`src/rtl/netlist_truth_table_reader.sv`:
```
// Exhaustive-sweep characterisation driver: steps a combinational netlist through every
// input vector and packs its 1-bit responses into a truth-table byte stream.
// Optional CRC-16 signature of the response stream is enabled with `define TT_READER_SIG_EN.
module netlist_truth_table_reader #(
  parameter int N_IN   = 7,
  parameter int SETTLE = 2,
  parameter int OUT_W  = 8
) (
  input  logic              clk,
  input  logic              rst_n,
  input  logic              start,
  output logic [N_IN-1:0]   stim,
  input  logic              resp,
  output logic [OUT_W-1:0]  tt_data,
  output logic              tt_valid,
  input  logic              tt_ready,
  output logic              busy,
  output logic              done,
  output logic [15:0]       signature
);

  localparam int SW = (SETTLE > 1) ? $clog2(SETTLE) : 1;
  localparam int BW = (OUT_W > 1) ? $clog2(OUT_W) : 1;
  localparam logic [N_IN-1:0] LAST_VEC    = {N_IN{1'b1}};
  localparam logic [SW-1:0]   SETTLE_LAST = SW'(SETTLE - 1);
  localparam logic [BW-1:0]   BIT_LAST    = BW'(OUT_W - 1);

  typedef enum logic [1:0] {IDLE, DRIVE, EMIT, DONE} state_t;

  state_t            state_q, state_d;
  logic [N_IN-1:0]   stim_q, stim_d;
  logic [SW-1:0]     settle_q, settle_d;
  logic [BW-1:0]     bit_q, bit_d;
  logic [OUT_W-1:0]  shift_q, shift_d;
  logic              last_q, last_d;
`ifdef TT_READER_SIG_EN
  logic [15:0]       sig_q, sig_d;
`endif

  always_ff @(posedge clk) begin
    if (!rst_n) begin
      state_q  <= IDLE;
      stim_q   <= '0;
      settle_q <= '0;
      bit_q    <= '0;
      shift_q  <= '0;
      last_q   <= 1'b0;
`ifdef TT_READER_SIG_EN
      sig_q    <= '0;
`endif
    end else begin
      state_q  <= state_d;
      stim_q   <= stim_d;
      settle_q <= settle_d;
      bit_q    <= bit_d;
      shift_q  <= shift_d;
      last_q   <= last_d;
`ifdef TT_READER_SIG_EN
      sig_q    <= sig_d;
`endif
    end
  end

  always_comb begin
    state_d  = state_q;
    stim_d   = stim_q;
    settle_d = settle_q;
    bit_d    = bit_q;
    shift_d  = shift_q;
    last_d   = last_q;
`ifdef TT_READER_SIG_EN
    sig_d    = sig_q;
`endif
    case (state_q)
      IDLE: begin
        if (start) begin
          state_d  = DRIVE;
          stim_d   = '0;
          settle_d = '0;
          bit_d    = '0;
          shift_d  = '0;
          last_d   = 1'b0;
`ifdef TT_READER_SIG_EN
          sig_d    = '0;
`endif
        end
      end
      DRIVE: begin
        // Response is sampled only on the final settle cycle of each vector.
        if (settle_q == SETTLE_LAST) begin
          settle_d       = '0;
          shift_d[bit_q] = resp;
`ifdef TT_READER_SIG_EN
          sig_d = {sig_q[14:0], 1'b0} ^ ((sig_q[15] ^ resp) ? 16'h1021 : 16'h0000);
`endif
          if (bit_q == BIT_LAST || stim_q == LAST_VEC) begin
            state_d = EMIT;
            bit_d   = '0;
            last_d  = (stim_q == LAST_VEC);
          end else begin
            stim_d = stim_q + 1'b1;
            bit_d  = bit_q + 1'b1;
          end
        end else begin
          settle_d = settle_q + 1'b1;
        end
      end
      EMIT: begin
        if (tt_ready) begin
          shift_d = '0;
          if (last_q) begin
            state_d = DONE;
            stim_d  = '0;
          end else begin
            state_d = DRIVE;
            stim_d  = stim_q + 1'b1;
          end
        end
      end
      DONE: begin
        state_d = IDLE;
      end
      default: begin
        state_d = IDLE;
      end
    endcase
  end

  assign stim     = stim_q;
  assign tt_data  = shift_q;
  assign tt_valid = (state_q == EMIT);
  assign busy     = (state_q == DRIVE) || (state_q == EMIT);
  assign done     = (state_q == DONE);
`ifdef TT_READER_SIG_EN
  assign signature = sig_q;
`else
  assign signature = 16'h0000;
`endif

endmodule

```
`config.mk`:
```
export PLATFORM = sky130hd
export DESIGN_NAME = netlist_truth_table_reader
export DESIGN_NICKNAME = d
export VERILOG_FILES = /design/src/rtl/netlist_truth_table_reader.sv
export SDC_FILE = /design/constraint.sdc
export NUM_CORES = 1
export LEC_CHECK = 0
export ABC_AREA = 0
export CAP_MARGIN = 20
export CORE_MARGIN = 2
export CORE_UTILIZATION = 30
export CTS_CLUSTER_DIAMETER = 40
export DETAILED_ROUTE_END_ITERATION = 6
export PLACE_DENSITY = 0.63
export SETUP_SLACK_MARGIN = 0.2
export SYNTH_ARGS = -nofsm -noshare
export SYNTH_HDL_FRONTEND = slang
export SYNTH_SLANG_ARGS = --single-unit
```
`constraint.sdc`:
```
create_clock -name clk -period 2.47 [get_ports clk]
set_input_delay 0.494 -clock clk [delete_from_list [all_inputs] [get_ports clk]]
set_output_delay 0.494 -clock clk [all_outputs]
set_load 0.01 [all_outputs]
```
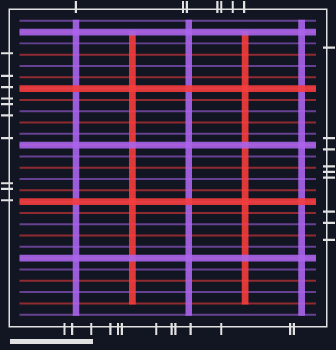
*Supply network, run 1*
The bar under the picture is 20 µm long. Pins as bars on the die edge.
| net | color |
|---|---|
| VDD | red |
| VSS | purple |
rows: 26
signal pins: 39

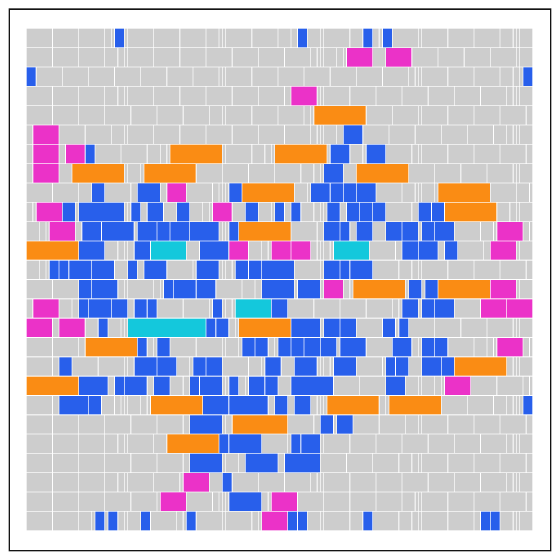
*Placement by cell class, run 1*
Fill, decap, tap and diode cells in gray.
| class | color | cells |
|---|---|---|
| clock drivers and dummy loads | cyan | 4 |
| remaining logic cells | blue | 155 |
| remaining buffers and delay cells | magenta | 29 |
| sequential cells | orange | 22 |

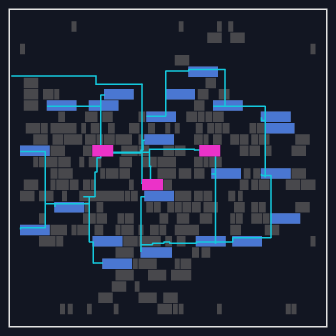
*Clock wires, drivers and flops, run 1*
[flip-flops] blue | count: 22
[clock wires] cyan | length: 373 µm
[clock-net drivers] magenta | count: 3
routed clock nets: 4

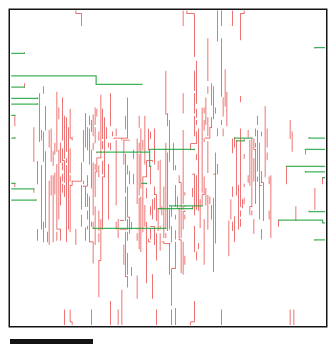
*Signal wires by layer, run 1*
The bar under the picture is 20 µm long. Two of the layers only.
| layer | color | wire length |
|---|---|---|
| M3 | green | 176 µm |
| M2 | red | 1780 µm |

==> results.toml, run 1 <==
# generated from flow reports
[yosys]
synth.ff_latch_count = 22
synth-xor-area-share = 0
synth_warnings = 0
ys_seq_frac = 0.283
topCellsByArea = "dfxtp_1, buf_4, ha_1"
dominantRegCellSynth = "dfxtp_1"
synthArstFlopShare = 0
yosysTopAreaCell = "dfxtp_1"
ys_cells = 187
edf_count = 0
yosysChipArea_um2 = 1560
yosys.area_share.simple = 0.254
ys_sh_mux = 0.00723
yosys-top-cells-count = "dfxtp_1, buf_4, a21oi_1, nand2_1"
synthAdderAreaFrac = 0.0723
logic_family = "AND-OR/OR-AND gates"
avgSynthCellArea_um2 = 8.32
synth.distinct_cells = 51

[sta]
finalSetupViolCount = 0
rsz0062_at_grt = "no"
finalClockSkew_ns = 0.00904
period_used_share = 0.873
final_hold_viol_count = 0
fmax_mhz = 464
whs_ns = 0.471
max_slew_margin = 0.627
tns_ns = 0
fin_crit_ns = 2.16

[power_and_ir_drop]
cellPowerDensity_nw_per_um2 = 819
clockPowerShare = 0.228
power_frac_comb = 0.502
p_sw_frac = 0.422
finalPower_w = 0.00154
switching_power_w = 0.000649
power_clock_w = 0.000351
top_power_group = "combinational cells"

[final_layout]
syn_to_final_growth_pct = 20.5
diodes = 0
instances_no_fill = 280
final_common_cell = "clkdlybuf4s50_1"
final_cell_mix = "clkdlybuf4s50_1, dfxtp_1, conb_1"
final_core_utilization = 0.372
fin_nets = 225
fin_area_um2 = 1880

[clock_network]
cts_root_buf = "clkbuf_8"
cts_tree = "built"
cts_buffer_depth = 2
htreeDepth = 1
cts.sinks = 22
postCtsSetupBuffers = 0
clk_pin_slew_ns = 0.09
cts_resized = 0

[routing]
wl_met1_mm = 1.78
highest_layer = "met4"
first_iter_violations = 48
wl_met2_mm = 1.78
remaining_drc_errors = 0
ant_nets = 0

[die]
die_y_um = 76.0
chip_area_um2 = 5780
die_x_um = 76.0
core_um2 = 5040
ios = 39

[critical_path]
critPathKind = "reg2out"
r2r_cells = 6
crit_fanout = 5
startpoint_type = "register"
arrival_ns = 1.66

[flow_run]
maxCapViolCount = 0
warning_count = 31

[placement]
placed_area_um2 = 1800
dp_worst_setup_slack_ns = 0.238
dp.cells = 276
io_buffers = 22
place.gp.congestion = 0.818

[worst_hold_path]
hold_depth = 2
hold_class = "reg2reg"

[global_routing]
grtUsageMet2 = 0.222
grt-ovfl-total = 0
grt_usage = 0.133
use_met1 = 0.173
grtUsageMet3 = 0.0308
grt_pass1_wl_mm = 6.31

[status]
run_status = "finished clean"
-- run 1: final timing paths --
path / start / end / slack, ns
hold reg to reg: tt_data[3] / tt_data[3] / 0.47
setup reg to reg: state_q[0] / stim[6] / 0.43
setup / recovery: state_q[1] / busy / 0.31
hold / removal: tt_data[3] / tt_data[3] / 0.47
-- run 1: final cells by class --
type,instances,area (µm²)
well taps,70,87.6
clock inverters,1,30.0
clock buffers,3,41.3
multi-input cells,151,987
inverters,4,15.0
flip-flops and latches,22,442
repair buffers,29,273
fillers,527,3170
-- run 1: worst max-delay path, cell delays in order, from the launching register on --
cell	delay, ns
dfxtp_1	0.38
inv_1	0.12
ha_1	0.35
clkdlybuf4s50_1	0.55
-- run 1: state kept, by name, summed over array words and instances, names as in the netlist --
register	cells
tt_data	8
last_q	1
settle_q	1
stim	7
bit_q	3
state_q	2
### Clock wiring as the flow saved it, run 1

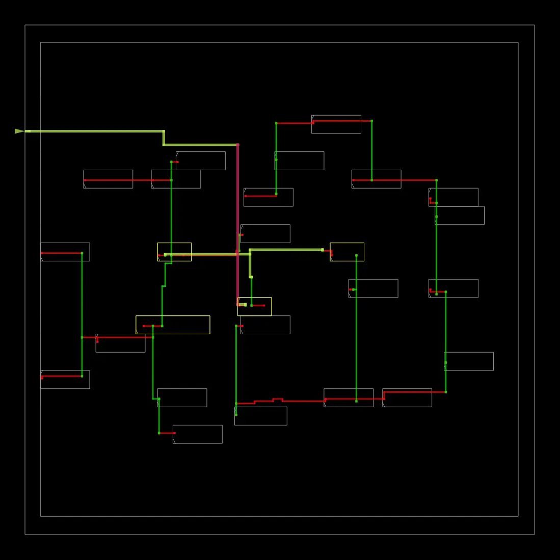

==> run 1 -> run 2 <==
- TNS_END_PERCENT: default -> 1
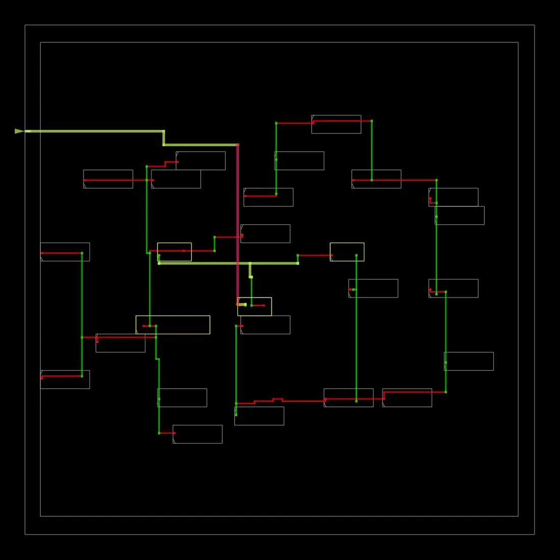
*Clock wiring as the flow saved it, run 2*
Layout clock buffers: 3
clk sinks: 22
clock network power: 0.000351 W
clock skew: 0.00775 ns

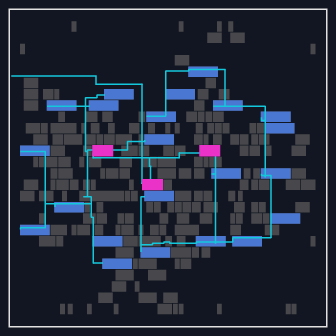
*Clock wires, drivers and flops, run 2*
[clock wires] cyan | length: 374 µm
[flip-flops] blue | count: 22
[clock-net drivers] magenta | count: 3
routed clock nets: 4
Clock power frac: 0.228
worst skew pair latency: 0.27 ns

==> run 2 against run 1 <==
Fmax decreased by 3.0%. Setup slack worse by 0.066 ns. Register-to-register slack worse by 0.08 ns. Critical endpoint unchanged.
==> results.toml, run 2 <==
# generated from flow reports
[final_layout]
seq_area_frac = 0.235
flop-count = 22
clkCellAreaFrac = 0.0381
sh_comb_area = 0.527
largest_register_ff_count = 8
seqCellArea_um2 = 440
syn_to_final_growth_pct = 20.4
signal_buffers = 29
dominant_cells = "multi-input combinational cells"

[power_and_ir_drop]
power_frac_comb = 0.504
finalPower_w = 0.00154
top_power_group = "combinational cells"

[routing]
highest_layer = "met4"
remaining_drc_errors = 0

[die]
core_um2 = 5040
die_x_um = 76.0
die_y_um = 76.0
nWellTaps = 70

[critical_path]
crit_end = "busy"
cp_slowest_stage_delay_ns = 0.55
critPathBufInv = 2
critPathTopFamily = "buffers and inverters"
cp_cell_sequence = "inv_1, ha_1, clkdlybuf4s50_1"
r2r_cells = 6
critPathKind = "reg2out"
crit_fanout = 6
arrival_ns = 1.73

[status]
run_status = "finished clean"

[yosys]
yosys-top-cells-count = "dfxtp_1, buf_4, a21oi_1, nand2_1"
yosysTopAreaCell = "dfxtp_1"
avgSynthCellArea_um2 = 8.32
edf_count = 0

[clock_network]
cts_root_buf = "clkbuf_8"

[sta]
fin_crit_ns = 2.22
finalSetupViolCount = 0

[global_routing]
grt-ovfl-total = 0
grt_usage = 0.133
[run 2: cells by family after synthesis]
logic type | after synthesis | share of synthesized area
buffers and inverters | 29 | 0.121
AND-OR/OR-AND | 58 | 0.260
flip-flops | 22 | 0.283
adder cells (fa/ha/maj) | 9 | 0.0723
other | 1 | 0.00241
AND/OR/NAND/NOR | 67 | 0.254
multiplexers | 1 | 0.00723
[run 2: worst min-delay path by stage]
| stage | to | slack (ns) | cells past startpoint |
|---|---|---|---|
| after floorplan | last_q | 0.46 | 2 |
| after global placement | tt_data[2] | 0.45 | 2 |
| after detailed placement | tt_data[2] | 0.46 | 2 |
| after CTS | tt_data[6] | 0.48 | 2 |
| after global routing | tt_data[3] | 0.50 | 2 |
| final | tt_data[3] | 0.47 | 2 |
### Placement by cell class, run 2

Fill, decap, tap and diode cells in gray.
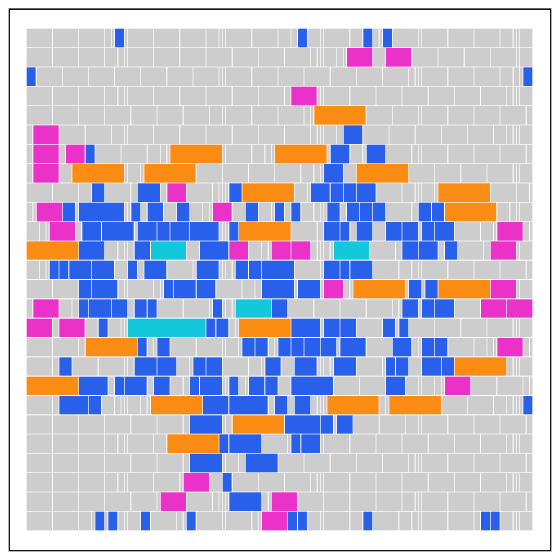

==> run 2 -> run 3 <==
- CORE_MARGIN: 2 -> 4
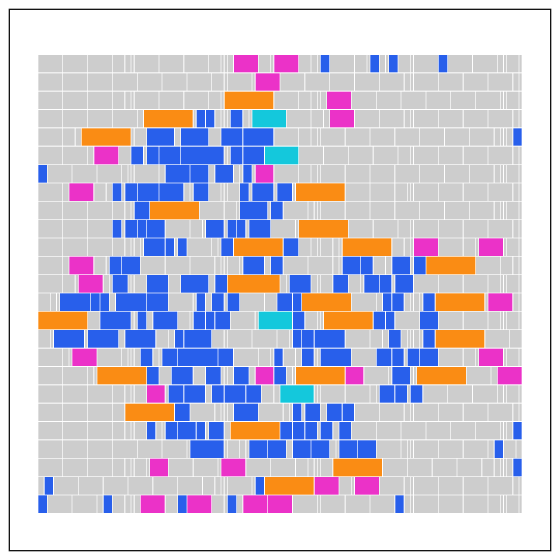
*Placement by cell class, run 3*
Fill, decap, tap and diode cells in gray.
| class | color | cells |
|---|---|---|
| clock drivers and dummy loads | cyan | 4 |
| sequential cells | orange | 22 |
| remaining buffers and delay cells | magenta | 27 |
| remaining logic cells | blue | 155 |
flop share of the area: 0.240
# rows: 25
fin util: 0.377
Final Instance Area: 1840 µm²

==> run 3 against run 2 <==
Count of clock-buffer cells in the layout increased by 1. Clock skew decreased by 0.0045 ns. Cell area decreased by 1.9%. Critical endpoint is now stim[2]. Largest cell class unchanged. Highest routed layer unchanged.
==> results.toml, run 3 <==
# generated from flow reports
[die]
ios = 39
core_um2 = 4880
die_y_um = 80.0
chip_area_um2 = 6400
die_x_um = 80.0

[final_layout]
final_cell_mix = "clkdlybuf4s50_1, dfxtp_1, conb_1"
instances_no_fill = 275
syn_to_final_growth_pct = 18.1
final_common_cell = "clkdlybuf4s50_1"
diodes = 0
fin_nets = 223
largest_register_ff_count = 8

[critical_path]
r2r_cells = 7
r2r-start = "state_q[1]"
critPathBufInv = 2
startpoint_type = "register"
r2r-end = "stim[2]"
cp.depth = 7
crit_end = "stim[2]"
crit_fanout = 9
r2r_setup_slack_ns = 0.32
cp_slowest_stage_delay_ns = 0.39
critPathKind = "reg2reg"
slowest_stage = "dfxtp_1"
cp-startpoint = "state_q[1]"

[yosys]
synthArstFlopShare = 0
yosys.area_share.aoi = 0.260
synth_warnings = 0
ys_cells = 187
yosysTopAreaCell = "dfxtp_1"
dominantRegCellSynth = "dfxtp_1"
synth.distinct_cells = 51
edf_count = 0
synthAdderAreaFrac = 0.0723
synth-xor-area-share = 0
yosys.area_share.simple = 0.254
logic_family = "AND-OR/OR-AND gates"
topCellsByArea = "dfxtp_1, buf_4, ha_1"
ys_seq_frac = 0.283

[sta]
final_hold_viol_count = 0
finalClockSkew_ns = 0.00324
rsz0062_at_grt = "yes"
max_slew_margin = 0.634
whs_ns = 0.468
fin_crit_ns = 2.15
fmax_mhz = 466
period_used_share = 0.869
tns_ns = 0

[power_and_ir_drop]
cellPowerDensity_nw_per_um2 = 781
clockPowerShare = 0.188
switching_power_w = 0.000633
power_clock_w = 0.000270
finalPower_w = 0.00144
top_power_group = "combinational cells"

[clock_network]
cts_tree = "built"
insertion_delay_ns = 0.27
htreeDepth = 1
cts.sinks = 22
cts_buffer_depth = 2
clk_pin_slew_ns = 0.08
cts_root_buf = "clkbuf_8"

[worst_hold_path]
hold_class = "reg2reg"
hold_path_end = "tt_data[6]"
hp-start = "tt_data[6]"
hold_depth = 2

[global_routing]
grt-ovfl-total = 0
grt_usage = 0.121
grt_pass1_wl_mm = 6.07

[placement]
dp.cells = 271
io_buffers = 22
placed_area_um2 = 1780
place.gp.congestion = 0.834
dp_worst_setup_slack_ns = 0.294

[routing]
first_iter_violations = 86
ant_nets = 0
remaining_drc_errors = 0

[status]
run_status = "finished clean"

[flow_run]
maxCapViolCount = 0
warning_count = 32
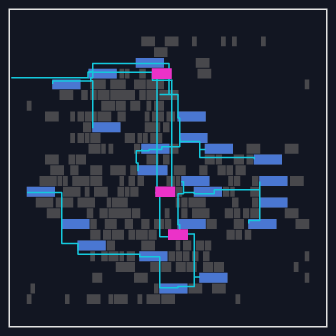
*Clock wires, drivers and flops, run 3*
[flip-flops] blue | count: 22
[clock wires] cyan | length: 373 µm
[clock-net drivers] magenta | count: 3
routed clock nets: 4

==> run 3: netlist changes by cell type in the layout (fill, tap and decap cells not counted), sizes merged <==
cell,previous run,this run
buf,7,5
bufinv,1,0
clkbuf,3,4
==> run 3: worst min-delay path, cell delays in order, from the launching register on <==
cell	delay, ns
dfxtp_1	0.32
o31ai_1	0.06
a21oi_1	0.05
==> run 3: routing by layer <==
metal	track usage	wire length, µm	up-vias
met4	0.0574	59	0
met3	0.0214	172	4
met2	0.172	1610	32
li1	-	-	707
met1	0.172	1820	624
met5	0	0	-
==> run 3: final cells by class <==
type / instances / area (µm²)
clock buffers: 4 / 55.1
inverters: 4 / 15.0
repair buffers: 27 / 258
well taps: 67 / 83.8
multi-input cells: 151 / 985
fillers: 533 / 3040
flip-flops and latches: 22 / 442
Power figures rest on the tool's default switching activity, not on a simulated workload.
